## config.mk

```make
export PLATFORM = sky130hd
export DESIGN_NAME = sc_fallsequencer_flat
export DESIGN_NICKNAME = d
export VERILOG_FILES = /design/src/rtl/sc_fallsequencer_if.sv /design/src/rtl/sc_fallsequencer.sv /design/src/flat_wrapper.sv
export SDC_FILE = /design/constraint.sdc
export NUM_CORES = 1
export LEC_CHECK = 0
export CELL_PAD_IN_SITES_DETAIL_PLACEMENT = 0
export CELL_PAD_IN_SITES_GLOBAL_PLACEMENT = 1
export CORE_MARGIN = 1
export CORE_UTILIZATION = 33
export CTS_BUF_LIST = sky130_fd_sc_hd__clkbuf_8 sky130_fd_sc_hd__clkbuf_16
export DETAILED_ROUTE_END_ITERATION = 7
export GPL_TIMING_DRIVEN = 0
export PLACE_DENSITY_LB_ADDON = 0.1
export SYNTH_ARGS = -nofsm -noshare
export SYNTH_HDL_FRONTEND = slang
export SYNTH_SLANG_ARGS = --single-unit
```

## constraint.sdc

```tcl
create_clock -name SC_FALLSEQUENCER_CLOCK_50 -period 2.46 [get_ports SC_FALLSEQUENCER_CLOCK_50]
set_clock_uncertainty 0.2 [all_clocks]
set_input_delay 0.246 -clock SC_FALLSEQUENCER_CLOCK_50 [delete_from_list [all_inputs] [get_ports SC_FALLSEQUENCER_CLOCK_50]]
set_output_delay 0.246 -clock SC_FALLSEQUENCER_CLOCK_50 [all_outputs]
set_load 0.01 [all_outputs]
```

## src/rtl/sc_fallsequencer_if.sv

```systemverilog
// Bundle of the falling-piece sequencer's handshake, matrix-read and comparator signals.
// The slave modport is the sequencer; the master modport is the game/matrix side.
interface sc_fallsequencer_if #(
    parameter int FALLSEQUENCER_DATAWIDTH    = 8,
    parameter int FALLSEQUENCER_ROWADDRWIDTH = 3
);
    logic                                  SC_FALLSEQUENCER_start_In;
    logic [FALLSEQUENCER_DATAWIDTH-1:0]    SC_FALLSEQUENCER_piece_InBUS;
    logic                                  SC_FALLSEQUENCER_tick_In;
    logic                                  SC_FALLSEQUENCER_drop_In;
    logic [FALLSEQUENCER_DATAWIDTH-1:0]    SC_FALLSEQUENCER_rowbelow_InBUS;
    logic                                  SC_FALLSEQUENCER_bottomside_InLow;
    logic [FALLSEQUENCER_ROWADDRWIDTH-1:0] SC_FALLSEQUENCER_rowaddr_OutBUS;
    logic [FALLSEQUENCER_DATAWIDTH-1:0]    SC_FALLSEQUENCER_compare_OutBUS;
    logic [FALLSEQUENCER_ROWADDRWIDTH-1:0] SC_FALLSEQUENCER_row_OutBUS;
    logic                                  SC_FALLSEQUENCER_busy_Out;
    logic                                  SC_FALLSEQUENCER_land_Out;
    logic [FALLSEQUENCER_ROWADDRWIDTH-1:0] SC_FALLSEQUENCER_landrow_OutBUS;

    modport slave (
        input  SC_FALLSEQUENCER_start_In,
        input  SC_FALLSEQUENCER_piece_InBUS,
        input  SC_FALLSEQUENCER_tick_In,
        input  SC_FALLSEQUENCER_drop_In,
        input  SC_FALLSEQUENCER_rowbelow_InBUS,
        input  SC_FALLSEQUENCER_bottomside_InLow,
        output SC_FALLSEQUENCER_rowaddr_OutBUS,
        output SC_FALLSEQUENCER_compare_OutBUS,
        output SC_FALLSEQUENCER_row_OutBUS,
        output SC_FALLSEQUENCER_busy_Out,
        output SC_FALLSEQUENCER_land_Out,
        output SC_FALLSEQUENCER_landrow_OutBUS
    );

    modport master (
        output SC_FALLSEQUENCER_start_In,
        output SC_FALLSEQUENCER_piece_InBUS,
        output SC_FALLSEQUENCER_tick_In,
        output SC_FALLSEQUENCER_drop_In,
        output SC_FALLSEQUENCER_rowbelow_InBUS,
        output SC_FALLSEQUENCER_bottomside_InLow,
        input  SC_FALLSEQUENCER_rowaddr_OutBUS,
        input  SC_FALLSEQUENCER_compare_OutBUS,
        input  SC_FALLSEQUENCER_row_OutBUS,
        input  SC_FALLSEQUENCER_busy_Out,
        input  SC_FALLSEQUENCER_land_Out,
        input  SC_FALLSEQUENCER_landrow_OutBUS
    );
endinterface

```

## src/rtl/sc_fallsequencer.sv

```systemverilog
// Walks a falling piece down the matrix one row per fall tick (or continuously on hard drop),
// checking the row below through the external bottom-side comparator and reporting where it lands.
module sc_fallsequencer #(
    parameter int FALLSEQUENCER_DATAWIDTH    = 8,
    parameter int FALLSEQUENCER_ROWS         = 8,
    parameter int FALLSEQUENCER_ROWADDRWIDTH = 3
) (
    input  logic              SC_FALLSEQUENCER_CLOCK_50,
    input  logic              SC_FALLSEQUENCER_RESET_InLow,
    sc_fallsequencer_if.slave seq_if
);
    localparam int DW = FALLSEQUENCER_DATAWIDTH;
    localparam int AW = FALLSEQUENCER_ROWADDRWIDTH;
    localparam logic [AW-1:0] ROW_LAST = AW'(FALLSEQUENCER_ROWS - 1);

    typedef enum logic [2:0] {
        ST_IDLE  = 3'd0,
        ST_CHECK = 3'd1,
        ST_EVAL  = 3'd2,
        ST_WAIT  = 3'd3,
        ST_MOVE  = 3'd4,
        ST_LAND  = 3'd5
    } state_t;

    state_t        state_q, state_d;
    logic [DW-1:0] piece_q, piece_d;
    logic [DW-1:0] compare_q, compare_d;
    logic [AW-1:0] row_q, row_d;
    logic [AW-1:0] rowaddr_q, rowaddr_d;
    logic [AW-1:0] landrow_q, landrow_d;
    logic          tick_pend_q, tick_pend_d;
    logic          busy_q, busy_d;
    logic          land_q, land_d;
    logic [DW-1:0] overlap;

    // Per-column overlap between the piece and the row directly beneath it.
    generate
        for (genvar gi = 0; gi < DW; gi++) begin : g_overlap
            assign overlap[gi] = piece_q[gi] & seq_if.SC_FALLSEQUENCER_rowbelow_InBUS[gi];
        end
    endgenerate

    always_comb begin
        state_d     = state_q;
        piece_d     = piece_q;
        compare_d   = compare_q;
        row_d       = row_q;
        landrow_d   = landrow_q;
        tick_pend_d = tick_pend_q;

        // A tick seen in any busy state is remembered; several coalesce into one step.
        if (state_q != ST_IDLE && seq_if.SC_FALLSEQUENCER_tick_In) begin
            tick_pend_d = 1'b1;
        end

        case (state_q)
            ST_IDLE: begin
                if (seq_if.SC_FALLSEQUENCER_start_In) begin
                    piece_d     = seq_if.SC_FALLSEQUENCER_piece_InBUS;
                    row_d       = '0;
                    tick_pend_d = 1'b0;
                    state_d     = ST_CHECK;
                end
            end
            ST_CHECK: begin
                if (row_q == ROW_LAST) begin
                    state_d = ST_LAND;
                end else begin
                    compare_d = overlap;
                    state_d   = ST_EVAL;
                end
            end
            ST_EVAL: begin
                state_d = seq_if.SC_FALLSEQUENCER_bottomside_InLow ? ST_WAIT : ST_LAND;
            end
            ST_WAIT: begin
                // Clearing on exit takes priority over a tick arriving in the same cycle.
                if (tick_pend_q || seq_if.SC_FALLSEQUENCER_drop_In) begin
                    tick_pend_d = 1'b0;
                    state_d     = ST_MOVE;
                end
            end
            ST_MOVE: begin
                if (row_q != ROW_LAST) begin
                    row_d = row_q + AW'(1);
                end
                state_d = ST_CHECK;
            end
            ST_LAND: begin
                state_d = ST_IDLE;
            end
            default: begin
                state_d = ST_IDLE;
            end
        endcase

        // Outputs are registered, so land/landrow are loaded on the edge that enters LAND.
        land_d = (state_d == ST_LAND) && (state_q != ST_LAND);
        if (land_d) begin
            landrow_d = row_d;
        end
        busy_d    = (state_d != ST_IDLE);
        rowaddr_d = (row_d == ROW_LAST) ? ROW_LAST : row_d + AW'(1);
    end

    always_ff @(posedge SC_FALLSEQUENCER_CLOCK_50) begin
        if (!SC_FALLSEQUENCER_RESET_InLow) begin
            state_q     <= ST_IDLE;
            piece_q     <= '0;
            compare_q   <= '0;
            row_q       <= '0;
            rowaddr_q   <= '0;
            landrow_q   <= '0;
            tick_pend_q <= 1'b0;
            busy_q      <= 1'b0;
            land_q      <= 1'b0;
        end else begin
            state_q     <= state_d;
            piece_q     <= piece_d;
            compare_q   <= compare_d;
            row_q       <= row_d;
            rowaddr_q   <= rowaddr_d;
            landrow_q   <= landrow_d;
            tick_pend_q <= tick_pend_d;
            busy_q      <= busy_d;
            land_q      <= land_d;
        end
    end

    assign seq_if.SC_FALLSEQUENCER_rowaddr_OutBUS = rowaddr_q;
    assign seq_if.SC_FALLSEQUENCER_compare_OutBUS = compare_q;
    assign seq_if.SC_FALLSEQUENCER_row_OutBUS     = row_q;
    assign seq_if.SC_FALLSEQUENCER_busy_Out       = busy_q;
    assign seq_if.SC_FALLSEQUENCER_land_Out       = land_q;
    assign seq_if.SC_FALLSEQUENCER_landrow_OutBUS = landrow_q;
endmodule

```

## src/flat_wrapper.sv

```systemverilog
// flat-port wrapper written by rule: the top's interface ports become plain ports
module sc_fallsequencer_flat 
#(
    parameter int FALLSEQUENCER_DATAWIDTH    = 8,
    parameter int FALLSEQUENCER_ROWS         = 8,
    parameter int FALLSEQUENCER_ROWADDRWIDTH = 3
)
  (SC_FALLSEQUENCER_CLOCK_50, SC_FALLSEQUENCER_RESET_InLow, seq_if_SC_FALLSEQUENCER_start_In, seq_if_SC_FALLSEQUENCER_piece_InBUS, seq_if_SC_FALLSEQUENCER_tick_In, seq_if_SC_FALLSEQUENCER_drop_In, seq_if_SC_FALLSEQUENCER_rowbelow_InBUS, seq_if_SC_FALLSEQUENCER_bottomside_InLow, seq_if_SC_FALLSEQUENCER_rowaddr_OutBUS, seq_if_SC_FALLSEQUENCER_compare_OutBUS, seq_if_SC_FALLSEQUENCER_row_OutBUS, seq_if_SC_FALLSEQUENCER_busy_Out, seq_if_SC_FALLSEQUENCER_land_Out, seq_if_SC_FALLSEQUENCER_landrow_OutBUS);
  sc_fallsequencer_if #(.FALLSEQUENCER_DATAWIDTH(FALLSEQUENCER_DATAWIDTH), .FALLSEQUENCER_ROWADDRWIDTH(FALLSEQUENCER_ROWADDRWIDTH)) seq_if_i ();
  input  logic SC_FALLSEQUENCER_CLOCK_50;
  input  logic SC_FALLSEQUENCER_RESET_InLow;
  input wire logic [$bits(seq_if_i.SC_FALLSEQUENCER_start_In)-1:0] seq_if_SC_FALLSEQUENCER_start_In;
  input wire logic [$bits(seq_if_i.SC_FALLSEQUENCER_piece_InBUS)-1:0] seq_if_SC_FALLSEQUENCER_piece_InBUS;
  input wire logic [$bits(seq_if_i.SC_FALLSEQUENCER_tick_In)-1:0] seq_if_SC_FALLSEQUENCER_tick_In;
  input wire logic [$bits(seq_if_i.SC_FALLSEQUENCER_drop_In)-1:0] seq_if_SC_FALLSEQUENCER_drop_In;
  input wire logic [$bits(seq_if_i.SC_FALLSEQUENCER_rowbelow_InBUS)-1:0] seq_if_SC_FALLSEQUENCER_rowbelow_InBUS;
  input wire logic [$bits(seq_if_i.SC_FALLSEQUENCER_bottomside_InLow)-1:0] seq_if_SC_FALLSEQUENCER_bottomside_InLow;
  output wire logic [$bits(seq_if_i.SC_FALLSEQUENCER_rowaddr_OutBUS)-1:0] seq_if_SC_FALLSEQUENCER_rowaddr_OutBUS;
  output wire logic [$bits(seq_if_i.SC_FALLSEQUENCER_compare_OutBUS)-1:0] seq_if_SC_FALLSEQUENCER_compare_OutBUS;
  output wire logic [$bits(seq_if_i.SC_FALLSEQUENCER_row_OutBUS)-1:0] seq_if_SC_FALLSEQUENCER_row_OutBUS;
  output wire logic [$bits(seq_if_i.SC_FALLSEQUENCER_busy_Out)-1:0] seq_if_SC_FALLSEQUENCER_busy_Out;
  output wire logic [$bits(seq_if_i.SC_FALLSEQUENCER_land_Out)-1:0] seq_if_SC_FALLSEQUENCER_land_Out;
  output wire logic [$bits(seq_if_i.SC_FALLSEQUENCER_landrow_OutBUS)-1:0] seq_if_SC_FALLSEQUENCER_landrow_OutBUS;
  assign seq_if_i.SC_FALLSEQUENCER_start_In = seq_if_SC_FALLSEQUENCER_start_In;
  assign seq_if_i.SC_FALLSEQUENCER_piece_InBUS = seq_if_SC_FALLSEQUENCER_piece_InBUS;
  assign seq_if_i.SC_FALLSEQUENCER_tick_In = seq_if_SC_FALLSEQUENCER_tick_In;
  assign seq_if_i.SC_FALLSEQUENCER_drop_In = seq_if_SC_FALLSEQUENCER_drop_In;
  assign seq_if_i.SC_FALLSEQUENCER_rowbelow_InBUS = seq_if_SC_FALLSEQUENCER_rowbelow_InBUS;
  assign seq_if_i.SC_FALLSEQUENCER_bottomside_InLow = seq_if_SC_FALLSEQUENCER_bottomside_InLow;
  assign seq_if_SC_FALLSEQUENCER_rowaddr_OutBUS = seq_if_i.SC_FALLSEQUENCER_rowaddr_OutBUS;
  assign seq_if_SC_FALLSEQUENCER_compare_OutBUS = seq_if_i.SC_FALLSEQUENCER_compare_OutBUS;
  assign seq_if_SC_FALLSEQUENCER_row_OutBUS = seq_if_i.SC_FALLSEQUENCER_row_OutBUS;
  assign seq_if_SC_FALLSEQUENCER_busy_Out = seq_if_i.SC_FALLSEQUENCER_busy_Out;
  assign seq_if_SC_FALLSEQUENCER_land_Out = seq_if_i.SC_FALLSEQUENCER_land_Out;
  assign seq_if_SC_FALLSEQUENCER_landrow_OutBUS = seq_if_i.SC_FALLSEQUENCER_landrow_OutBUS;
  sc_fallsequencer #(.FALLSEQUENCER_DATAWIDTH(FALLSEQUENCER_DATAWIDTH), .FALLSEQUENCER_ROWS(FALLSEQUENCER_ROWS), .FALLSEQUENCER_ROWADDRWIDTH(FALLSEQUENCER_ROWADDRWIDTH)) u_core (.SC_FALLSEQUENCER_CLOCK_50(SC_FALLSEQUENCER_CLOCK_50), .SC_FALLSEQUENCER_RESET_InLow(SC_FALLSEQUENCER_RESET_InLow), .seq_if(seq_if_i));
endmodule
```

==> impl_metrics.xml, run 1 <==
<?xml version="1.0" encoding="UTF-8"?>
<metrics>
  <group name="outcome">
    <metric name="status" unit="">complete, no violations</metric>
  </group>
  <group name="critical_path">
    <metric name="cpMaxStageDelayCell" unit="">dfxtp_1</metric>
    <metric name="worst_setup_path_end_kind" unit="">flip-flop</metric>
    <metric name="critical_path.max_stage_delay" unit="ps">400</metric>
    <metric name="worstSetupStartpointType" unit="">flip-flop</metric>
  </group>
  <group name="sta">
    <metric name="max_clock_freq" unit="GHz">0.485</metric>
    <metric name="relSlewSlack" unit="">0.677</metric>
  </group>
  <group name="job">
    <metric name="number_of_logged_tool_warnings" unit="">26</metric>
  </group>
  <group name="pwr">
    <metric name="cellLeakagePower" unit="nW">0.704</metric>
    <metric name="netSwitchingFraction" unit="">0.243</metric>
    <metric name="power.internal" unit="uW">913</metric>
  </group>
  <group name="clock_tree">
    <metric name="clock_latency" unit="ps">280</metric>
    <metric name="clk_pin_slew_worst_paths" unit="ps">60</metric>
    <metric name="cts_buffers" unit="">5</metric>
  </group>
  <group name="synthesis">
    <metric name="netlist_logic_family_top" unit="">simple AND/OR/NAND/NOR gates</metric>
    <metric name="avgSynthCellArea" unit="um^2">8.82</metric>
    <metric name="ys_area" unit="mm^2">0.00134</metric>
    <metric name="ys_warn_count" unit="">0</metric>
    <metric name="synth-adder-area-share" unit="">0.0187</metric>
  </group>
  <group name="global_route">
    <metric name="gr-usage-all-layers" unit="">0.174</metric>
    <metric name="grt_first_pass_wirelength" unit="mm">5.61</metric>
  </group>
  <group name="cells_and_area">
    <metric name="combGateArea" unit="um^2">672</metric>
    <metric name="mostFrequentLayoutCell" unit="">clkdlybuf4s50_1</metric>
  </group>
  <group name="drt">
    <metric name="antenna_viol_nets_final" unit="">0</metric>
    <metric name="top_layer" unit="">met4</metric>
  </group>
</metrics>
[run 1: cell families (layout without fill, tap and decap cells)]
group | count (synthesis) | count (layout)
AOI/OAI and AO/OA | 38 | 38
DFF | 31 | 31
buffers and inverters | 10 | 56
adders and majority gates | 2 | 2
and+or+nand+nor | 71 | 71
[run 1: worst paths after layout]
kind | to | slack [ps] | cells after the start
worst max-delay path | u_core.seq_if.SC_FALLSEQUENCER_rowaddr_OutBUS[1] | 400 | 7
worst min-delay path | flip-flop | 250 | 2
worst max register to register | u_core.seq_if.SC_FALLSEQUENCER_rowaddr_OutBUS[1] | 400 | 7
worst min register to register | flip-flop | 250 | 2
[run 1: per-stage QoR]
| step | power [mW] | hold slack (ps) | cells | setup WS, ps | area [um^2] |
|---|---|---|---|---|---|
| floorplan | 0.661 | 181 | 152 | 560 | 1340 |
| global placement | 0.745 | 238 | 239 | 479 | 1790 |
| detailed placement | 0.749 | 243 | 239 | 443 | 1790 |
| CTS | 1.22 | 252 | 246 | 418 | 1890 |
| global route | 1.27 | 280 | 246 | 280 | 1890 |
| finish | 1.21 | 251 | 246 | 399 | 1890 |
[run 1: power by group through the flow]
stage / clock, mW / sequential [mW] / combinational [mW]
after global routing: 0.504 / 0.550 / 0.212
final: 0.469 / 0.546 / 0.190
after detailed placement: 0 / 0.557 / 0.192
after CTS: 0.486 / 0.546 / 0.192
after global placement: 0 / 0.557 / 0.189
after floorplan: 0 / 0.558 / 0.103
[run 1: cell type report]
| cell class | instances | area share |
|---|---|---|
| buffer | 8 | 0.0218 |
| clock buffer | 5 | 0.0363 |
| clock inverter | 2 | 0.0178 |
| inverter | 2 | 0.00396 |
| multi-input combinational | 111 | 0.355 |
| sequential | 31 | 0.328 |
| tap | 48 | 0.0317 |
| timing repair buffer | 39 | 0.206 |
[run 1: routing by layer]
metal | vias up | track usage
li1 | 622 | -
met2 | 31 | 0.263
met3 | 6 | 0.0503
met1 | 565 | 0.229
met4 | 0 | 0.0707
met5 | - | 0
[run 1: registers in the layout (all words and copies together) (netlist names)]
register / cells
u_core.seq_if.SC_FALLSEQUENCER_compare_OutBUS: 8
u_core.seq_if.SC_FALLSEQUENCER_landrow_OutBUS: 3
u_core.seq_if.SC_FALLSEQUENCER_busy_Out: 1
u_core.seq_if.SC_FALLSEQUENCER_row_OutBUS: 3
u_core.state_q: 3
u_core.seq_if.SC_FALLSEQUENCER_rowaddr_OutBUS: 3
u_core.piece_q: 8
u_core.tick_pend_q: 1
u_core.seq_if.SC_FALLSEQUENCER_land_Out: 1
[run 1: worst register-to-register path: stages, from the launching register on]
cell	delay (ps)
dfxtp_1	400
ha_1	250
nand2_1	170
a31o_1	260
a22o_1	210
ha_1	290
a21oi_1	110
nor2b_1	60
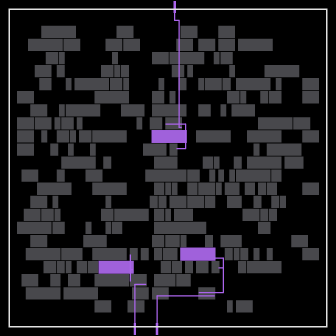
Figure 1: run 1, wires at chosen ports, followed through buffers.
Key: purple = seq_if_SC_FALLSEQUENCER_landrow_OutBUS [bits 3, direction output, edge 2 south, 1 north, end cells 3, buffers 3, wire 86.1 um]
# IOs: 41
port bufs: 39

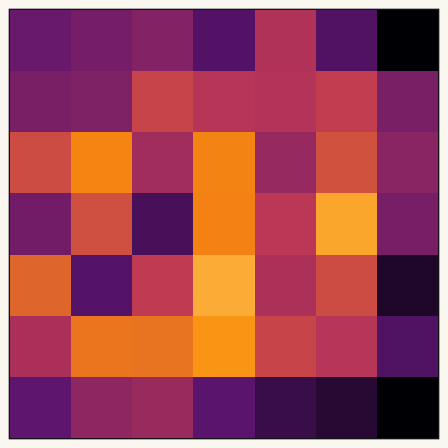
Figure 2: run 1, cell area per tile.
The die is cut into 7 by 7 equal tiles; black is low, pale yellow is high, 0 to 100% covered.
The densest ninth of the die: center. The mean over all tiles is 42%. 6.1% of the tiles are over 75% full. The emptiest ninth of the die: south-east.

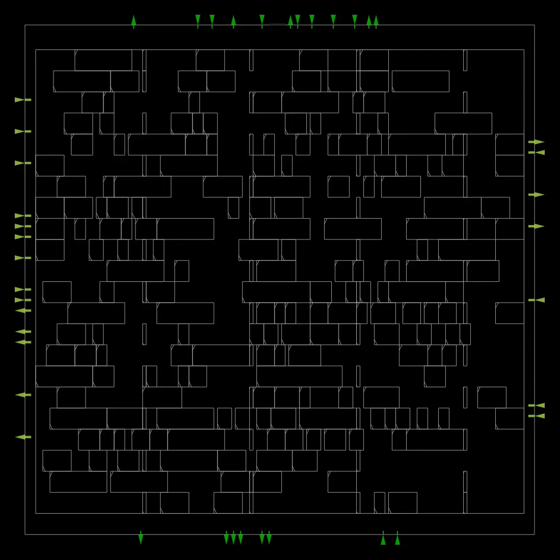
Figure 3: run 1, placement view.
count of filler cells inserted in the layout: 360
standard-cell row count: 22
share of the core filled with cells: 0.502
register fraction of the total cell area: 0.328
area of the placeable core: 0.00377 mm^2

Figure 4. Selected gate families (run 1).
Scale bar: 20 um.
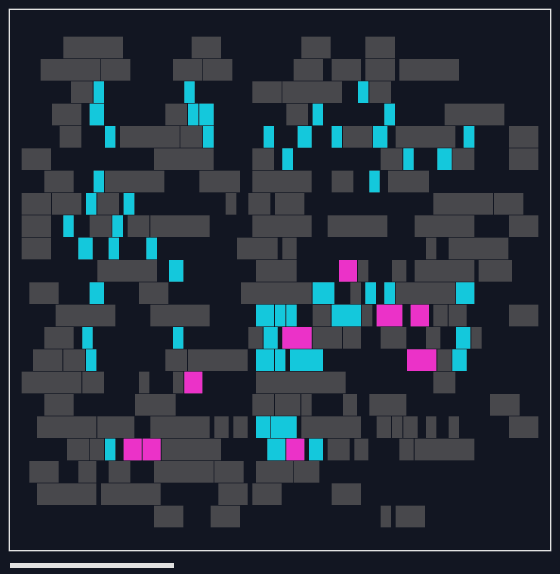

## Run 2: what changed since run 1
--- a/config.mk
+++ b/config.mk
@@ -8,7 +8,7 @@
 export CELL_PAD_IN_SITES_DETAIL_PLACEMENT = 0
 export CELL_PAD_IN_SITES_GLOBAL_PLACEMENT = 1
 export CORE_MARGIN = 1
-export CORE_UTILIZATION = 33
+export CORE_UTILIZATION = 30
 export CTS_BUF_LIST = sky130_fd_sc_hd__clkbuf_8 sky130_fd_sc_hd__clkbuf_16
 export DETAILED_ROUTE_END_ITERATION = 7
 export GPL_TIMING_DRIVEN = 0
==> constraint.sdc (replaced) <==
create_clock -name SC_FALLSEQUENCER_CLOCK_50 -period 1.8 [get_ports SC_FALLSEQUENCER_CLOCK_50]
set_clock_uncertainty 0.2 [all_clocks]
set_input_delay 0.18 -clock SC_FALLSEQUENCER_CLOCK_50 [delete_from_list [all_inputs] [get_ports SC_FALLSEQUENCER_CLOCK_50]]
set_output_delay 0.18 -clock SC_FALLSEQUENCER_CLOCK_50 [all_outputs]
set_load 0.01 [all_outputs]
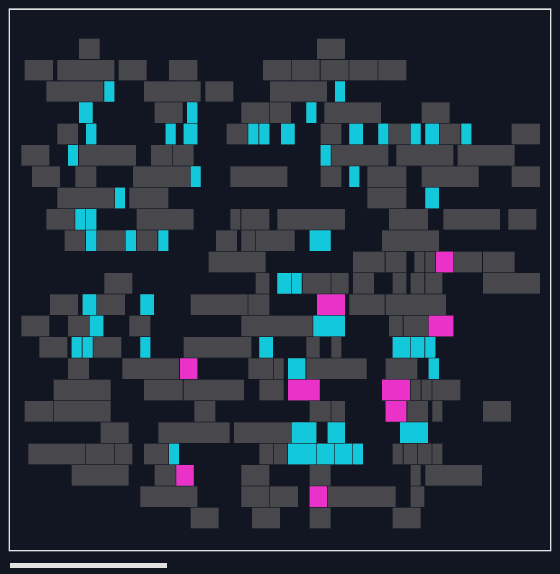
Figure 5: run 2, selected gate families.
Scale bar: 20 um.
Key: magenta = and/or cells [cells 9, most used and2_1]; cyan = nand cells [cells 51, most used nand2_1]
most used logic cell in the final layout: clkdlybuf4s50_1
final instance count without filler cells: 251
combinational fraction of the cell area: 0.369

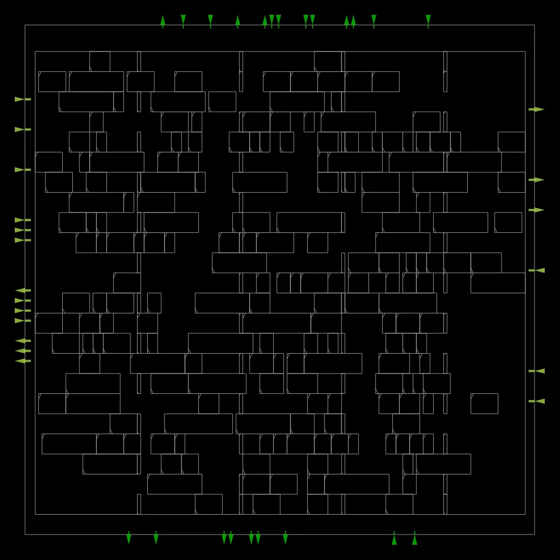
Figure 6: run 2, placement view.
area of the placeable core: 0.00414 mm^2
register fraction of the total cell area: 0.317

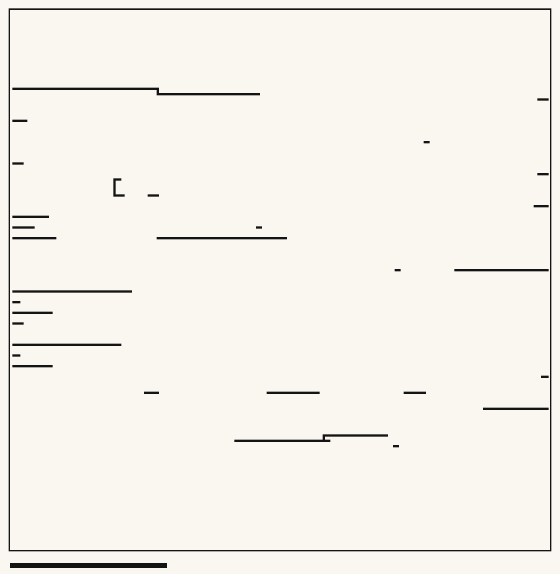
Figure 7: run 2, met3 routing.
Scale bar: 20 um.
The wires run mostly horizontal. The layer carries 166 um of wire. The layer holds 4.7% of the routed length. The longest straight run is 18.4 um. 25 nets have wire on it.

==> run 2 against run 1 <==
  * Setup slack worse by 370 ps
  * Sequential power rose by 37%
  * Clock power up 16%
  * Register-to-register slack worse by 370 ps
  * Clock-buffer cell count rose by 1
  * Die area is 9.7% higher
  * Largest cell class unchanged
==> impl_metrics.xml, run 2 <==
<?xml version="1.0" encoding="UTF-8"?>
<metrics>
  <group name="clock_tree">
    <metric name="cts_buffers" unit="">5</metric>
    <metric name="clock_latency" unit="ps">280</metric>
  </group>
  <group name="critical_path">
    <metric name="timing.rr.end" unit="">u_core.seq_if.SC_FALLSEQUENCER_rowaddr_OutBUS[1]</metric>
    <metric name="worst-path-stages" unit="">7</metric>
    <metric name="worstSetupStartpointType" unit="">flip-flop</metric>
    <metric name="critPathCapture" unit="">u_core.seq_if.SC_FALLSEQUENCER_rowaddr_OutBUS[1]</metric>
    <metric name="cpMaxStageDelayCell" unit="">dfxtp_4</metric>
    <metric name="ff2ff_setup_slack" unit="ps">30</metric>
    <metric name="ff2ff_path_depth" unit="">7</metric>
    <metric name="critical_path.max_stage_delay" unit="ps">360</metric>
  </group>
  <group name="floorplan">
    <metric name="ioPinCount" unit="">41</metric>
    <metric name="placement_rows" unit="">23</metric>
  </group>
  <group name="cells_and_area">
    <metric name="stdcell_area" unit="mm^2">0.00199</metric>
    <metric name="postLayoutCoreUtil" unit="">0.480</metric>
    <metric name="combGateArea" unit="um^2">733</metric>
    <metric name="final.fill_count" unit="">412</metric>
  </group>
  <group name="synthesis">
    <metric name="avgSynthCellArea" unit="um^2">8.82</metric>
    <metric name="ys_warn_count" unit="">0</metric>
  </group>
  <group name="outcome">
    <metric name="status" unit="">complete, no violations</metric>
  </group>
  <group name="global_route">
    <metric name="gr-usage-all-layers" unit="">0.164</metric>
  </group>
  <group name="drt">
    <metric name="antenna_viol_nets_final" unit="">0</metric>
  </group>
  <group name="placement">
    <metric name="port-buffer-count" unit="">39</metric>
  </group>
  <group name="sta">
    <metric name="max_clock_freq" unit="GHz">0.564</metric>
  </group>
  <group name="pwr">
    <metric name="cellLeakagePower" unit="nW">0.720</metric>
    <metric name="total_power" unit="mW">1.57</metric>
  </group>
</metrics>
run 2: cell counts after synthesis:
No cell type changed its count.
run 2: report_power, final:
group	leakage, nW	switching [mW]	total [mW]	internal (mW)
Sequential	0.255	0.0245	0.746	0.722
Clock	0.0470	0.244	0.543	0.299
Combinational	0.418	0.144	0.285	0.141
Total	0.720	0.412	1.57	1.16
run 2: final cells by class:
type                            instances  area share
Buffer                                  7      0.0233
Clock buffer                            6      0.0415
Clock inverter                          1     0.00252
Inverter                                2     0.00378
Multi-Input combinational cell        111       0.369
Sequential cell                        31       0.317
Tap cell                               50      0.0315
Timing Repair Buffer                   43       0.211
run 2: worst min-delay path: stages:
cell and delay, ps:
clkbuf_1 170, nand2_1 90, nand3_1 80, a21boi_1 130
run 2: metrics by stage:
step	hold slack, ps	worst slack (ps)
4_1_cts	210	-38.8
6_report	215	25.8
5_1_grt	252	-43.3
3_5_place_dp	245	-207
2_1_floorplan	115	11.8
3_3_place_gp	238	-212
run 2: layer usage:
layer / up-vias / share of wire / global-route usage
met3: 9 / 0.047 / 0.0510
met1: 576 / 0.47 / 0.200
met5: - / 0 / 0
met4: 0 / 0.027 / 0.0944
met2: 33 / 0.46 / 0.252
li1: 631 / - / -
run 2: what timing repair did:
item	in CTS	in global routing
setup endpoints to repair	11	8
pin swaps	2	4
buffers inserted	2	2
gates resized	8	9
run 2: cells by family after synthesis:
group	synth area share
AND-OR/OR-AND	0.196
AND/OR/NAND/NOR	0.286
flip-flops	0.463
buffers and inverters	0.0364
adder cells (fa/ha/maj)	0.0187
run 2: worst min-delay path by stage:
stage / endpoint / slack [ps] / depth (start not counted) / start
after detailed placement: flip-flop / 240 / 2 / flip-flop
after global routing: u_core.piece_q[0] / 250 / 3 / seq_if_SC_FALLSEQUENCER_piece_InBUS[0]
after floorplan: u_core.piece_q[0] / 110 / 2 / seq_if_SC_FALLSEQUENCER_piece_InBUS[0]
final: flip-flop / 210 / 4 / seq_if_SC_FALLSEQUENCER_start_In
after global placement: flip-flop / 240 / 2 / flip-flop
after CTS: flip-flop / 210 / 4 / seq_if_SC_FALLSEQUENCER_start_In
## Run 3: what changed since run 2
--- a/config.mk
+++ b/config.mk
@@ -5,6 +5,7 @@
 export SDC_FILE = /design/constraint.sdc
 export NUM_CORES = 1
 export LEC_CHECK = 0
+export CAP_MARGIN = 10
 export CELL_PAD_IN_SITES_DETAIL_PLACEMENT = 0
 export CELL_PAD_IN_SITES_GLOBAL_PLACEMENT = 1
 export CORE_MARGIN = 1
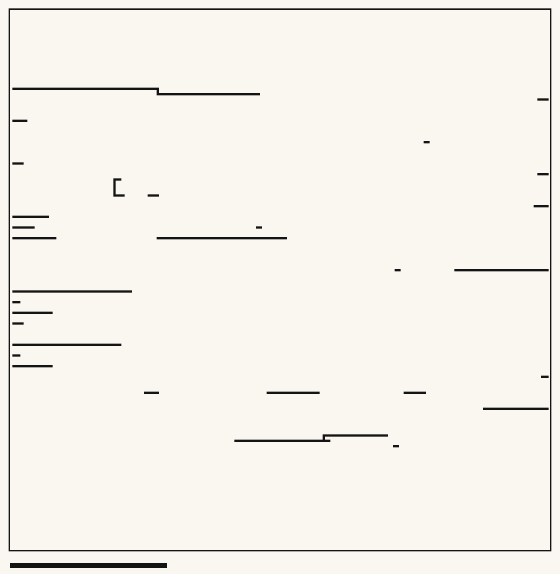
Figure 8: run 3, met3 routing.
Scale bar: 20 um.
The layer carries 166 um of wire. The layer holds 4.7% of the routed length. The longest straight run is 18.4 um. The wires run mostly horizontal.

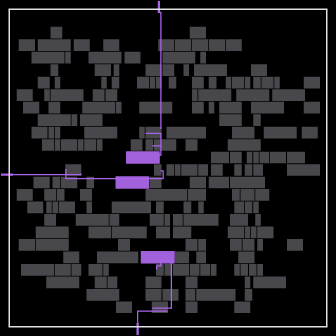
Figure 9: run 3, wires at chosen ports, followed through buffers.
Key: purple = seq_if_SC_FALLSEQUENCER_landrow_OutBUS [bits 3, direction output, edge 1 south, 1 west, 1 north, end cells 3, buffers 3, wire 106 um]

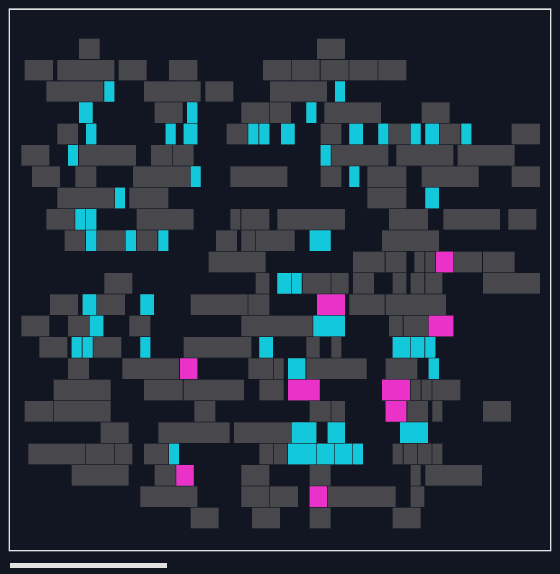
Figure 10: run 3, selected gate families.
Scale bar: 20 um.
Key: cyan = nand cells [cells 51, most used nand2_1]; magenta = and/or cells [cells 9, most used and2_1]

==> run 3 against run 2 <==
  * Total power unchanged
  * First-iteration DRC count is the same
  * Area after synthesis unchanged
  * Clock-buffer cell count did not move
  * Clock power about the same
  * Global-route usage unchanged
  * Largest cell class unchanged
==> impl_metrics.xml, run 3 <==
<?xml version="1.0" encoding="UTF-8"?>
<metrics>
  <group name="critical_path">
    <metric name="worstSetupPathType" unit="">flip-flop to flip-flop</metric>
    <metric name="worstSetupStartpointType" unit="">flip-flop</metric>
    <metric name="cpMaxStageDelayCell" unit="">dfxtp_4</metric>
    <metric name="critical_path.max_stage_delay" unit="ps">360</metric>
    <metric name="worst_setup_path_end_kind" unit="">flip-flop</metric>
    <metric name="timing.rr.end" unit="">u_core.seq_if.SC_FALLSEQUENCER_rowaddr_OutBUS[1]</metric>
    <metric name="ff2ff_setup_slack" unit="ps">30</metric>
    <metric name="ff2ff_path_depth" unit="">7</metric>
  </group>
  <group name="sta">
    <metric name="worst_slew_pin_slew" unit="ps">482</metric>
    <metric name="relSlewSlack" unit="">0.677</metric>
    <metric name="max_clock_freq" unit="GHz">0.564</metric>
    <metric name="fin_tns_setup" unit="ps">0</metric>
    <metric name="timing.final.crit_share" unit="">0.986</metric>
  </group>
  <group name="placement">
    <metric name="pre_cts_slack" unit="ps">-207</metric>
    <metric name="dp_cells" unit="">241</metric>
    <metric name="port-buffer-count" unit="">39</metric>
  </group>
  <group name="clock_tree">
    <metric name="clockBufferDepth" unit="">2</metric>
    <metric name="clk_pin_slew_worst_paths" unit="ps">70</metric>
    <metric name="clock_latency" unit="ps">280</metric>
    <metric name="cts_root_buffer" unit="">clkbuf_8</metric>
  </group>
  <group name="cells_and_area">
    <metric name="final.fill_count" unit="">412</metric>
    <metric name="postLayoutCoreUtil" unit="">0.480</metric>
    <metric name="layout-drive-gt1-share" unit="">0.164</metric>
    <metric name="stdcell_area" unit="mm^2">0.00199</metric>
    <metric name="combGateArea" unit="um^2">733</metric>
    <metric name="fin_cells" unit="">251</metric>
  </group>
  <group name="synthesis">
    <metric name="avgSynthCellArea" unit="um^2">8.82</metric>
    <metric name="ys_area" unit="mm^2">0.00134</metric>
    <metric name="post-synth-top-count-cell" unit="">dfxtp_1</metric>
    <metric name="ys_warn_count" unit="">0</metric>
    <metric name="post_synth_most_frequent_cells" unit="">dfxtp_1, nand2_1, a21boi_1</metric>
  </group>
  <group name="floorplan">
    <metric name="floorplan.die.height" unit="um">68.9</metric>
    <metric name="ioPinCount" unit="">41</metric>
    <metric name="placement_rows" unit="">23</metric>
    <metric name="design.core.area" unit="mm^2">0.00414</metric>
  </group>
  <group name="pwr">
    <metric name="cellPowerDensity" unit="mW/mm^2">792</metric>
    <metric name="cellLeakagePower" unit="nW">0.720</metric>
  </group>
  <group name="drt">
    <metric name="detail_route.vias_per_cell" unit="">4.98</metric>
    <metric name="totalWireLength" unit="mm">3.51</metric>
    <metric name="antenna_viol_nets_final" unit="">0</metric>
  </group>
  <group name="job">
    <metric name="number_of_logged_tool_warnings" unit="">28</metric>
  </group>
  <group name="outcome">
    <metric name="status" unit="">complete, no violations</metric>
  </group>
  <group name="global_route">
    <metric name="grt_first_pass_wirelength" unit="mm">5.56</metric>
  </group>
  <group name="min_path">
    <metric name="min-delay-start" unit="">seq_if_SC_FALLSEQUENCER_start_In</metric>
    <metric name="whs_path_depth" unit="">4</metric>
  </group>
</metrics>
run 3: cell counts in the layout (fill, tap and decap cells not counted):
Identical to the previous run, type by type.
run 3: what timing repair did:
item,in CTS,in global routing
buffers inserted,2,2
gates resized,8,9
endpoints found under the hold margin,0,0
pin swaps,2,4
setup endpoints to repair,11,8
run 3: where the power goes:
group / internal, mW / total, mW / switching, mW
logic: 0.141 / 0.285 / 0.144
registers: 0.722 / 0.746 / 0.0245
clock network: 0.299 / 0.543 / 0.244
run 3: layout make-up:
| cell class | count | share of cell area |
|---|---|---|
| buffer | 7 | 0.0233 |
| multi-input combinational | 111 | 0.369 |
| timing repair buffer | 43 | 0.211 |
| sequential | 31 | 0.317 |
| tap | 50 | 0.0315 |
| clock inverter | 1 | 0.00252 |
| inverter | 2 | 0.00378 |
| clock buffer | 6 | 0.0415 |
run 3: stage by stage:
stage | power, mW | hold slack (ps)
after global routing | 1.67 | 252
after detailed placement | 1.02 | 245
after CTS | 1.59 | 210
after global placement | 1.02 | 238
final | 1.57 | 215
after floorplan | 0.904 | 115
run 3: metal layers:
layer,global-route usage,share of wire
met1,0.200,0.47
met5,0,0
met3,0.0510,0.047
met2,0.252,0.46
met4,0.0944,0.027
run 3: cells by family (layout without fill, tap and decap cells):
group | Yosys count | count (layout) | synth area share
AND/OR/NAND/NOR | 71 | 71 | 0.286
adder cells (fa/ha/maj) | 2 | 2 | 0.0187
flip-flops | 31 | 31 | 0.463
AND-OR/OR-AND | 38 | 38 | 0.196
buffers and inverters | 10 | 59 | 0.0364
run 3: worst max-delay path by stage:
| stage | end | slack [ps] | cells past startpoint |
|---|---|---|---|
| floorplan | u_core.seq_if.SC_FALLSEQUENCER_rowaddr_OutBUS[1] | 10 | 7 |
| global placement | u_core.seq_if.SC_FALLSEQUENCER_rowaddr_OutBUS[1] | -210 | 7 |
| detailed placement | u_core.seq_if.SC_FALLSEQUENCER_rowaddr_OutBUS[1] | -210 | 7 |
| CTS | u_core.seq_if.SC_FALLSEQUENCER_rowaddr_OutBUS[1] | -40 | 7 |
| global route | u_core.seq_if.SC_FALLSEQUENCER_rowaddr_OutBUS[1] | -40 | 7 |
| finish | u_core.seq_if.SC_FALLSEQUENCER_rowaddr_OutBUS[1] | 30 | 7 |
run 3: worst max-delay path, delay by kind of cell (launching register included):
family	cells	cell delay [ps]
AND-OR/OR-AND	3	420
AND/OR/NAND/NOR	2	270
adder cells (fa/ha/maj)	2	440
flip-flops	1	360
Power and IR drop assume default switching activity.
